### src/rtl/pc_redirect_unit.sv
// PC register and control-flow redirect stage for the five-stage MIPS pipeline.
// Picks the next fetch address, flushes IF/ID on taken redirects, keeps branch stats.
module pc_redirect_unit #(
  parameter logic [31:0] RESET_PC = 32'h0000_0000,
  parameter int          CNT_W    = 16
) (
  input  logic             Clk,
  input  logic             Rst,
  input  logic             Stall,
  input  logic [31:0]      Instruction,
  input  logic [31:0]      IDPC4,
  input  logic [31:0]      RegA,
  input  logic             Branch,
  input  logic             Output,
  output logic [31:0]      PC,
  output logic [31:0]      PCPlus4,
  output logic             Flush,
  output logic             LinkWrite,
  output logic [31:0]      LinkAddr,
  output logic             Fault,
  output logic [CNT_W-1:0] BranchCount,
  output logic [CNT_W-1:0] TakenCount
);

  typedef enum logic [1:0] {
    S_BOOT,
    S_RUN,
    S_HALT
  } state_t;

  state_t           r_state;
  state_t           w_state_nxt;
  logic [31:0]      r_pc;
  logic [31:0]      w_pc_nxt;
  logic             r_fault;
  logic             w_fault_set;
  logic [CNT_W-1:0] r_bcnt;
  logic [CNT_W-1:0] r_tcnt;
  logic             w_inc_b;
  logic             w_inc_t;

  logic [5:0]       w_opcode;
  logic [5:0]       w_funct;
  logic             w_is_j;
  logic             w_is_jal;
  logic             w_is_jr;
  logic             w_taken;
  logic             w_aligned;
  logic [31:0]      w_br_tgt;
  logic [31:0]      w_j_tgt;
  logic [31:0]      w_target;

  assign w_opcode = Instruction[31:26];
  assign w_funct  = Instruction[5:0];
  assign w_is_jal = (w_opcode == 6'b000011);
  assign w_is_j   = (w_opcode == 6'b000010) | w_is_jal;
  assign w_is_jr  = (w_opcode == 6'b000000) &
                    (w_funct == 6'b001000);
  assign w_taken  = Branch & Output;

  assign w_br_tgt = IDPC4 + {{14{Instruction[15]}},
                             Instruction[15:0], 2'b00};
  assign w_j_tgt  = {IDPC4[31:28], Instruction[25:0], 2'b00};

  always_comb begin
    w_target = w_br_tgt;
    unique case (1'b1)
      w_is_j:  w_target = w_j_tgt;
      w_is_jr: w_target = RegA;
      default: w_target = w_br_tgt;
    endcase
  end

  assign w_aligned = (w_target[1:0] == 2'b00);

  assign PC          = r_pc;
  assign PCPlus4     = r_pc + 32'd4;
  assign LinkAddr    = IDPC4;
  assign Fault       = r_fault;
  assign BranchCount = r_bcnt;
  assign TakenCount  = r_tcnt;

  always_comb begin
    w_state_nxt = r_state;
    w_pc_nxt    = r_pc;
    w_fault_set = 1'b0;
    w_inc_b     = 1'b0;
    w_inc_t     = 1'b0;
    Flush       = 1'b0;
    LinkWrite   = 1'b0;
    case (r_state)
      S_BOOT: begin
        Flush       = 1'b1;
        w_state_nxt = S_RUN;
      end
      S_RUN: begin
        if (!Stall) begin
          if (w_taken) begin
            Flush = 1'b1;
            if (w_aligned) begin
              w_pc_nxt  = w_target;
              w_inc_b   = 1'b1;
              w_inc_t   = 1'b1;
              LinkWrite = w_is_jal;
            end else begin
              // misaligned target: freeze rather than fetch garbage
              w_fault_set = 1'b1;
              w_state_nxt = S_HALT;
            end
          end else begin
            w_pc_nxt = PCPlus4;
            w_inc_b  = Branch;
          end
        end
      end
      S_HALT: begin
        Flush = 1'b1;
      end
      default: begin
        Flush       = 1'b1;
        w_state_nxt = S_BOOT;
      end
    endcase
  end

  always_ff @(posedge Clk or negedge Rst) begin
    if (!Rst) begin
      r_state <= S_BOOT;
      r_pc    <= RESET_PC;
      r_fault <= 1'b0;
      r_bcnt  <= '0;
      r_tcnt  <= '0;
    end else begin
      r_state <= w_state_nxt;
      r_pc    <= w_pc_nxt;
      if (w_fault_set) r_fault <= 1'b1;
      if (w_inc_b && !(&r_bcnt)) r_bcnt <= r_bcnt + CNT_W'(1);
      if (w_inc_t && !(&r_tcnt)) r_tcnt <= r_tcnt + CNT_W'(1);
    end
  end

endmodule

### config.mk
export PLATFORM = sky130hd
export DESIGN_NAME = pc_redirect_unit
export DESIGN_NICKNAME = d
export VERILOG_FILES = /design/src/rtl/pc_redirect_unit.sv
export SDC_FILE = /design/constraint.sdc
export NUM_CORES = 1
export LEC_CHECK = 0
export CAP_MARGIN = 30
export CORE_UTILIZATION = 25
export CTS_CLUSTER_DIAMETER = 80
export CTS_CLUSTER_SIZE = 20
export DETAILED_ROUTE_END_ITERATION = 10
export MAX_ROUTING_LAYER = met4
export PLACE_DENSITY = 0.58
export SYNTH_ARGS = -nofsm -noshare
export SYNTH_HDL_FRONTEND = slang
export SYNTH_SLANG_ARGS = --single-unit
### constraint.sdc
create_clock -name Clk -period 4.05 [get_ports Clk]
set_input_delay 0.81 -clock Clk [delete_from_list [all_inputs] [get_ports Clk]]
set_output_delay 0.81 -clock Clk [all_outputs]
set_load 0.01 [all_outputs]
==> results.txt, run 1 <==
The layout was made with Yosys and OpenROAD.

The share of total power dissipated in sequential elements is 0.294. In the synthesized netlist, the cells that appear most often are nand2_1 (74), dfrtp_1 (67), o21ai_0 (61), xnor2_1 (58), a21oi_1 (48). The clock tree root buffer cell is clkbuf_16.

Summed over all instances, the cell type with the most area after synthesis is dfrtp_1. For this run the top cell type by instance count after synthesis was nand2_1. The final period utilization is 0.957.

Measured in cells, the most critical reg-to-reg path has a length of 9. The maximum clock frequency is 258 MHz. The worst flop-to-flop path startpoint is PC[2]$_DFFE_PN0P_. Across all checked pins, the minimum headroom to the slew limit is 0.535. The least setup slack across all paths after layout is 0.174 ns. Looking at the critical path, the single cell with the biggest stage delay is or4b_1.

The flow ran to the end, and the final reports show no timing, DRC or antenna violations. In the synthesized netlist, the number of instances is 730. The detailed placer's ending HPWL is 18400 um. The area growth from synthesis to layout is 47.4%. The number of H-tree levels is 3. The number of endpoints failing setup at the final stage is 0. The post-synth tally of flip-flops with integrated enable is 0.

The summed instance area of the synthesized netlist is 0.00601 sq mm. The most common flop cell mapped by yosys is dfrtp_1. Setup repair after global routing left no endpoint under its margin. The gate-level netlist out of Yosys references 69 unique cell types.
==> run 1: per-layer routing <==
layer  routed length, um  share of wire  up-vias
met3                1910          0.082       19
met2               11000           0.47      232
met5                   0              0        -
li1                    -              -     3076
met4                 320          0.014        0
met1               10000           0.43     3010
==> run 1: area by class of cell <==
class	count	area share
Inverter	6	0.00254
Sequential cell	67	0.189
Tap cell	319	0.0450
Clock buffer	11	0.0285
Clock inverter	5	0.00678
Timing Repair Buffer	260	0.285
Multi-Input combinational cell	588	0.443
==> run 1: through the flow <==
stage / cell area, sq um / instances / utilization / power (mW)
2_1_floorplan: 6010 / 730 / - / 1.81
3_3_place_gp: 8540 / 1240 / 0.363 / 2.75
3_5_place_dp: 8540 / 1240 / 0.363 / 2.76
4_1_cts: 8850 / 1256 / 0.376 / 3.61
5_1_grt: 8860 / 1256 / 0.376 / 3.79
6_report: 8860 / 1256 / 0.376 / 3.58
==> run 1: sequential cells by signal, summed over array words and instances, names as in the netlist <==
name	count
PC	32
BranchCount	16
r_state	2
Fault	1
TakenCount	16
==> run 1: timing repair <==
item	in CTS	in global routing
buffers inserted	0	0
setup endpoints to repair	0	5
gates resized	0	4
hold buffers	0	0
==> run 1: power by group through the flow <==
stage / clock [mW] / sequential (mW) / combinational (mW)
after floorplan: 0 / 1.06 / 0.747
after global placement: 0 / 1.05 / 1.69
after detailed placement: 0 / 1.06 / 1.70
after CTS: 0.852 / 1.05 / 1.71
after global routing: 0.871 / 1.08 / 1.83
final: 0.830 / 1.05 / 1.69
==> run 1: kinds of logic after synthesis <==
family | Yosys count | synth area share
simple gates | 251 | 0.217
flops | 67 | 0.279
xor+xnor | 84 | 0.122
buf+inv | 75 | 0.0718
mux | 4 | 0.00791
fa+ha+maj | 33 | 0.0699
compound gates | 216 | 0.232
==> run_1/power_grid.png <==
The bar under the picture is 50 um long. Pins as bars on the die edge. Tap cells in gray.
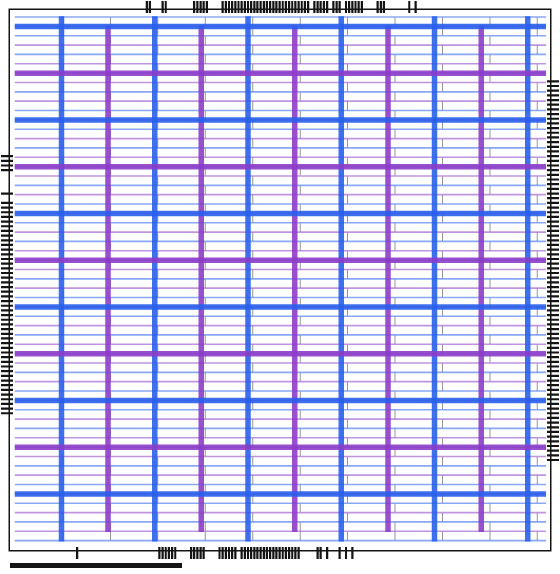
VSS: drawn in blue. VDD: drawn in purple.
11 straps on met4. 319 tap cells. The core has 56 rows.
worst vdd ir: 0.203 mV
placeable core region: 0.0235 sq mm

==> run_1/placement_by_type.png <==
The bar under the picture is 50 um long.
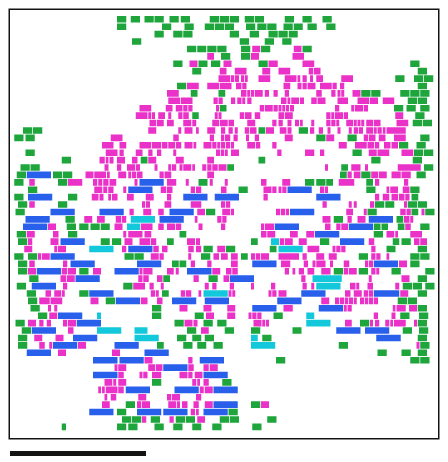
flops: drawn in blue, cells 67, share of their area 20%. combinational and other logic: drawn in magenta, cells 594, share of their area 47%. clock drivers and dummy loads: drawn in cyan, cells 16, share of their area 3.7%. other buffers and delay cells: drawn in green, cells 260, share of their area 30%.
core utilization of the finished layout: 0.376
floorplan row count: 56
design area: 0.00886 sq mm
sequential share of cell area: 0.189

==> run_1/clk_routes.png <==
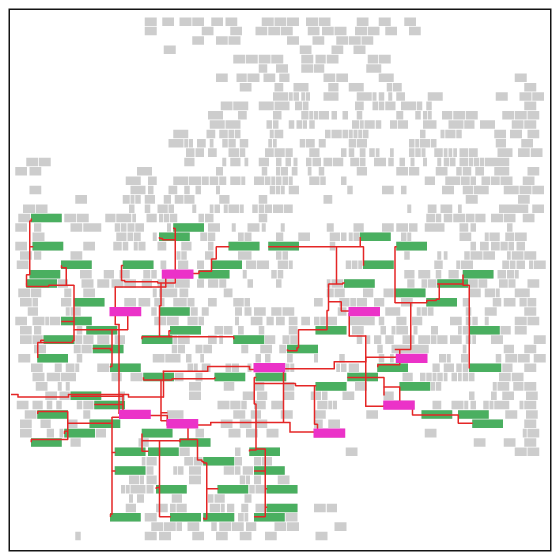
flip-flops: drawn in green, count 67. clock drivers: drawn in magenta, count 9. clock wires: drawn in red, length 1120 um.
There are 10 routed clock nets.
later-pin clock latency in the skew report: 0.34 ns
fraction of power consumed by the clock network: 0.232
final clock skew: 0.0116 ns

==> run_1/congestion.png <==
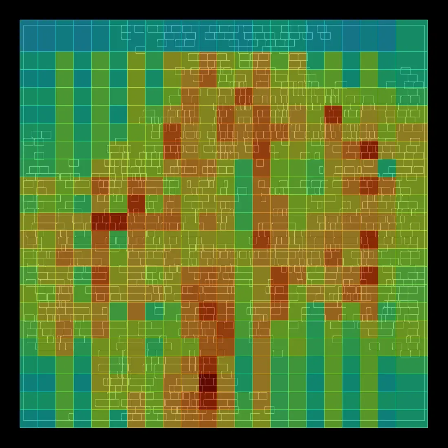

==> run 2: changes to the inputs <==
- ABC_CLOCK_PERIOD_IN_PS: unset -> 4050
- CTS_BUF_LIST: unset -> sky130_fd_sc_hd__clkbuf_4 sky130_fd_sc_hd__clkbuf_8
==> run_2/congestion.png <==
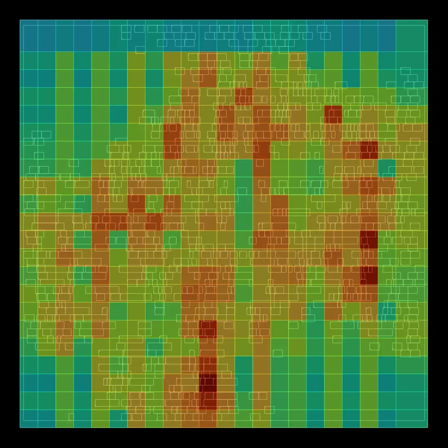
global-route usage over all layers: 0.187
grt met1 use: 0.228
routed wirelength normalized by instance count: 18.4 um
GRT met2 Usage: 0.313

==> run_2/wires.png <==
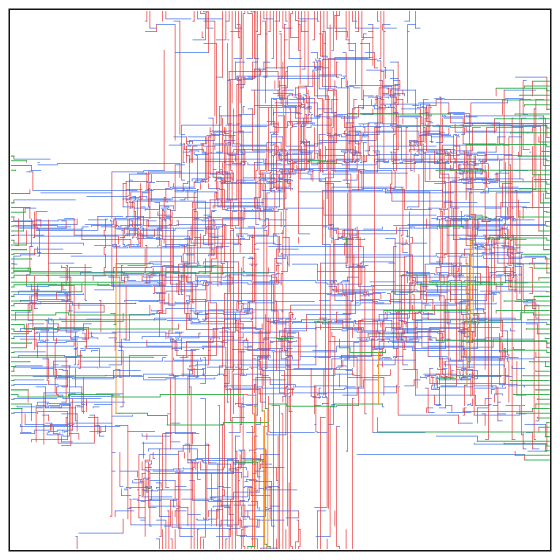
metal 3: drawn in green, wire length 1770 um. metal 2: drawn in red, wire length 11000 um. metal 1: drawn in blue, wire length 10100 um. metal 4: drawn in orange, wire length 332 um.
total number of vias: 6299
DRT Wirelength: 23200 um

==> run 2 against run 1 <==
  * Synthesized cell count is the same
  * Sequential power is essentially flat
  * Synthesized area is the same
  * Cell count is the same
  * Critical endpoint unchanged
  * Global-route usage shrank 0.14 points
  * Critical path type unchanged
  * First-iteration DRC count shrank 8.4%
  * Sequential share of layout area grew 0.22 points
  * Total power shrank 6.3%
  * Maximum frequency grew 0.14%
  * Via count shrank 0.60%
  * Clock power shrank 27%
  * Worst hold slack lost 0.024 ns
==> results.txt, run 2 <==
The layout was made with Yosys and OpenROAD.

Result of the run: complete, no violations (unchanged). The row count is 56 (unchanged). The maximum clock frequency is 258 MHz (about the same). The count of distinct cell types in the synthesized netlist is 69 (unchanged). The worst flop-to-flop path startpoint is PC[2]$_DFFE_PN0P_ (unchanged). The leading area contributor after synthesis is dfrtp_1 (unchanged).

The detailed placer's ending HPWL was 18400 um (unchanged). The width of the die is 157 um (unchanged). The most common flop cell mapped by yosys is dfrtp_1 (unchanged). Unrepaired setup endpoints after global routing: no (unchanged). The clock tree root buffer cell is clkbuf_8 (was clkbuf_16). The violation tally from detailed-route iteration zero is 340 (was 371).

The post-synth tally of flip-flops with integrated enable is 0 (unchanged). The post-synthesis net count was 864 (unchanged). The most used standard cell by instance count after synthesis was nand2_1 (unchanged). The relative slew slack is 0.535 (about the same). The number of H-tree levels is 3 (unchanged). The number of endpoints failing setup at the final stage is 0 (unchanged). The area growth from synthesis to layout came to 45.7% (was 47.4%). The maximum clock skew at final layout is 0.0189 ns (was 0.0116 ns). The cts-stage hold buffer count is 0 (unchanged). The flip-flop count of the largest register after layout is 32 (unchanged). The top cell family by delay on the critical path is buffers and inverters (unchanged).

The least setup slack across all paths after layout is 0.180 ns (was 0.174 ns). The data required time of the critical path was 3.24 ns (about the same). The delay contributed by the slowest stage of the critical path is 0.59 ns (about the same). The worst IR drop on VDD is 0.199 mV (was 0.203 mV). Top post-synthesis cells by count: nand2_1 (74), dfrtp_1 (67), o21ai_0 (61), xnor2_1 (58), a21oi_1 (48) (unchanged). The cell with the biggest individual delay on the critical path is or4b_1 (unchanged). The final period utilization is 0.956 (was 0.957). The height of the die is 157 um (unchanged). The fraction of registers with async set/reset is 1.00 (unchanged). The number of cell instances on the worst register-to-register path is 9 (unchanged). The summed instance area of the synthesized netlist is 0.00601 sq mm (unchanged).
-- run 2: cell counts after synthesis --
Identical to the previous run, type by type.
-- run 2: metal layers --
metal / global-route usage / routed length (um) / vias up
met2: 0.313 / 11000 / 226
met5: - / 0 / -
li1: - / - / 3073
met1: 0.228 / 10100 / 2981
met3: 0.0479 / 1770 / 19
met4: 0.0356 / 331 / 0
-- run 2: layout make-up --
class / instances / share of cell area
clock inverters: 5 / 0.00686
well taps: 319 / 0.0456
flip-flops and latches: 67 / 0.192
repair buffers: 260 / 0.288
clock buffers: 11 / 0.0173
multi-input cells: 588 / 0.448
inverters: 6 / 0.00257
-- run 2: how the worst max path moves through the flow --
stage	slack, ns	to
finish	0.18	LinkWrite
global route	0.009	LinkWrite
CTS	0.07	PCPlus4[31]
detailed placement	0.05	PC[30]$_DFFE_PN0P_
global placement	0.07	PC[30]$_DFFE_PN0P_
floorplan	0.77	PC[30]$_DFFE_PN0P_
-- run 2: repair_timing --
item | 4_1_cts | 5_1_grt
resized | 0 | 4
setup endpoints to repair | 0 | 5
buffers inserted | 0 | 0
-- run 2: cells by family after synthesis --
family / share of synthesized area
AOI/OAI and AO/OA: 0.232
xor gates and xnor gates: 0.122
adders and majority gates: 0.0699
buffers and inverters: 0.0718
DFF: 0.279
muxes: 0.00791
and+or+nand+nor: 0.217
-- run 2: per-stage QoR --
step	utilization	instance area, sq um	std cells	power, mW
floorplan	-	6010	730	1.81
global placement	0.363	8540	1240	2.75
detailed placement	0.363	8540	1240	2.76
CTS	0.372	8750	1256	3.38
global route	0.372	8760	1256	3.57
finish	0.372	8760	1256	3.35
-- run 2: power by group --
group          switching, mW  internal, mW  total (mW)
clock network          0.288         0.320       0.608
registers              0.241         0.811        1.05
logic                  0.788         0.903        1.69
total                   1.32          2.03        3.35
Power and IR drop assume default switching activity.
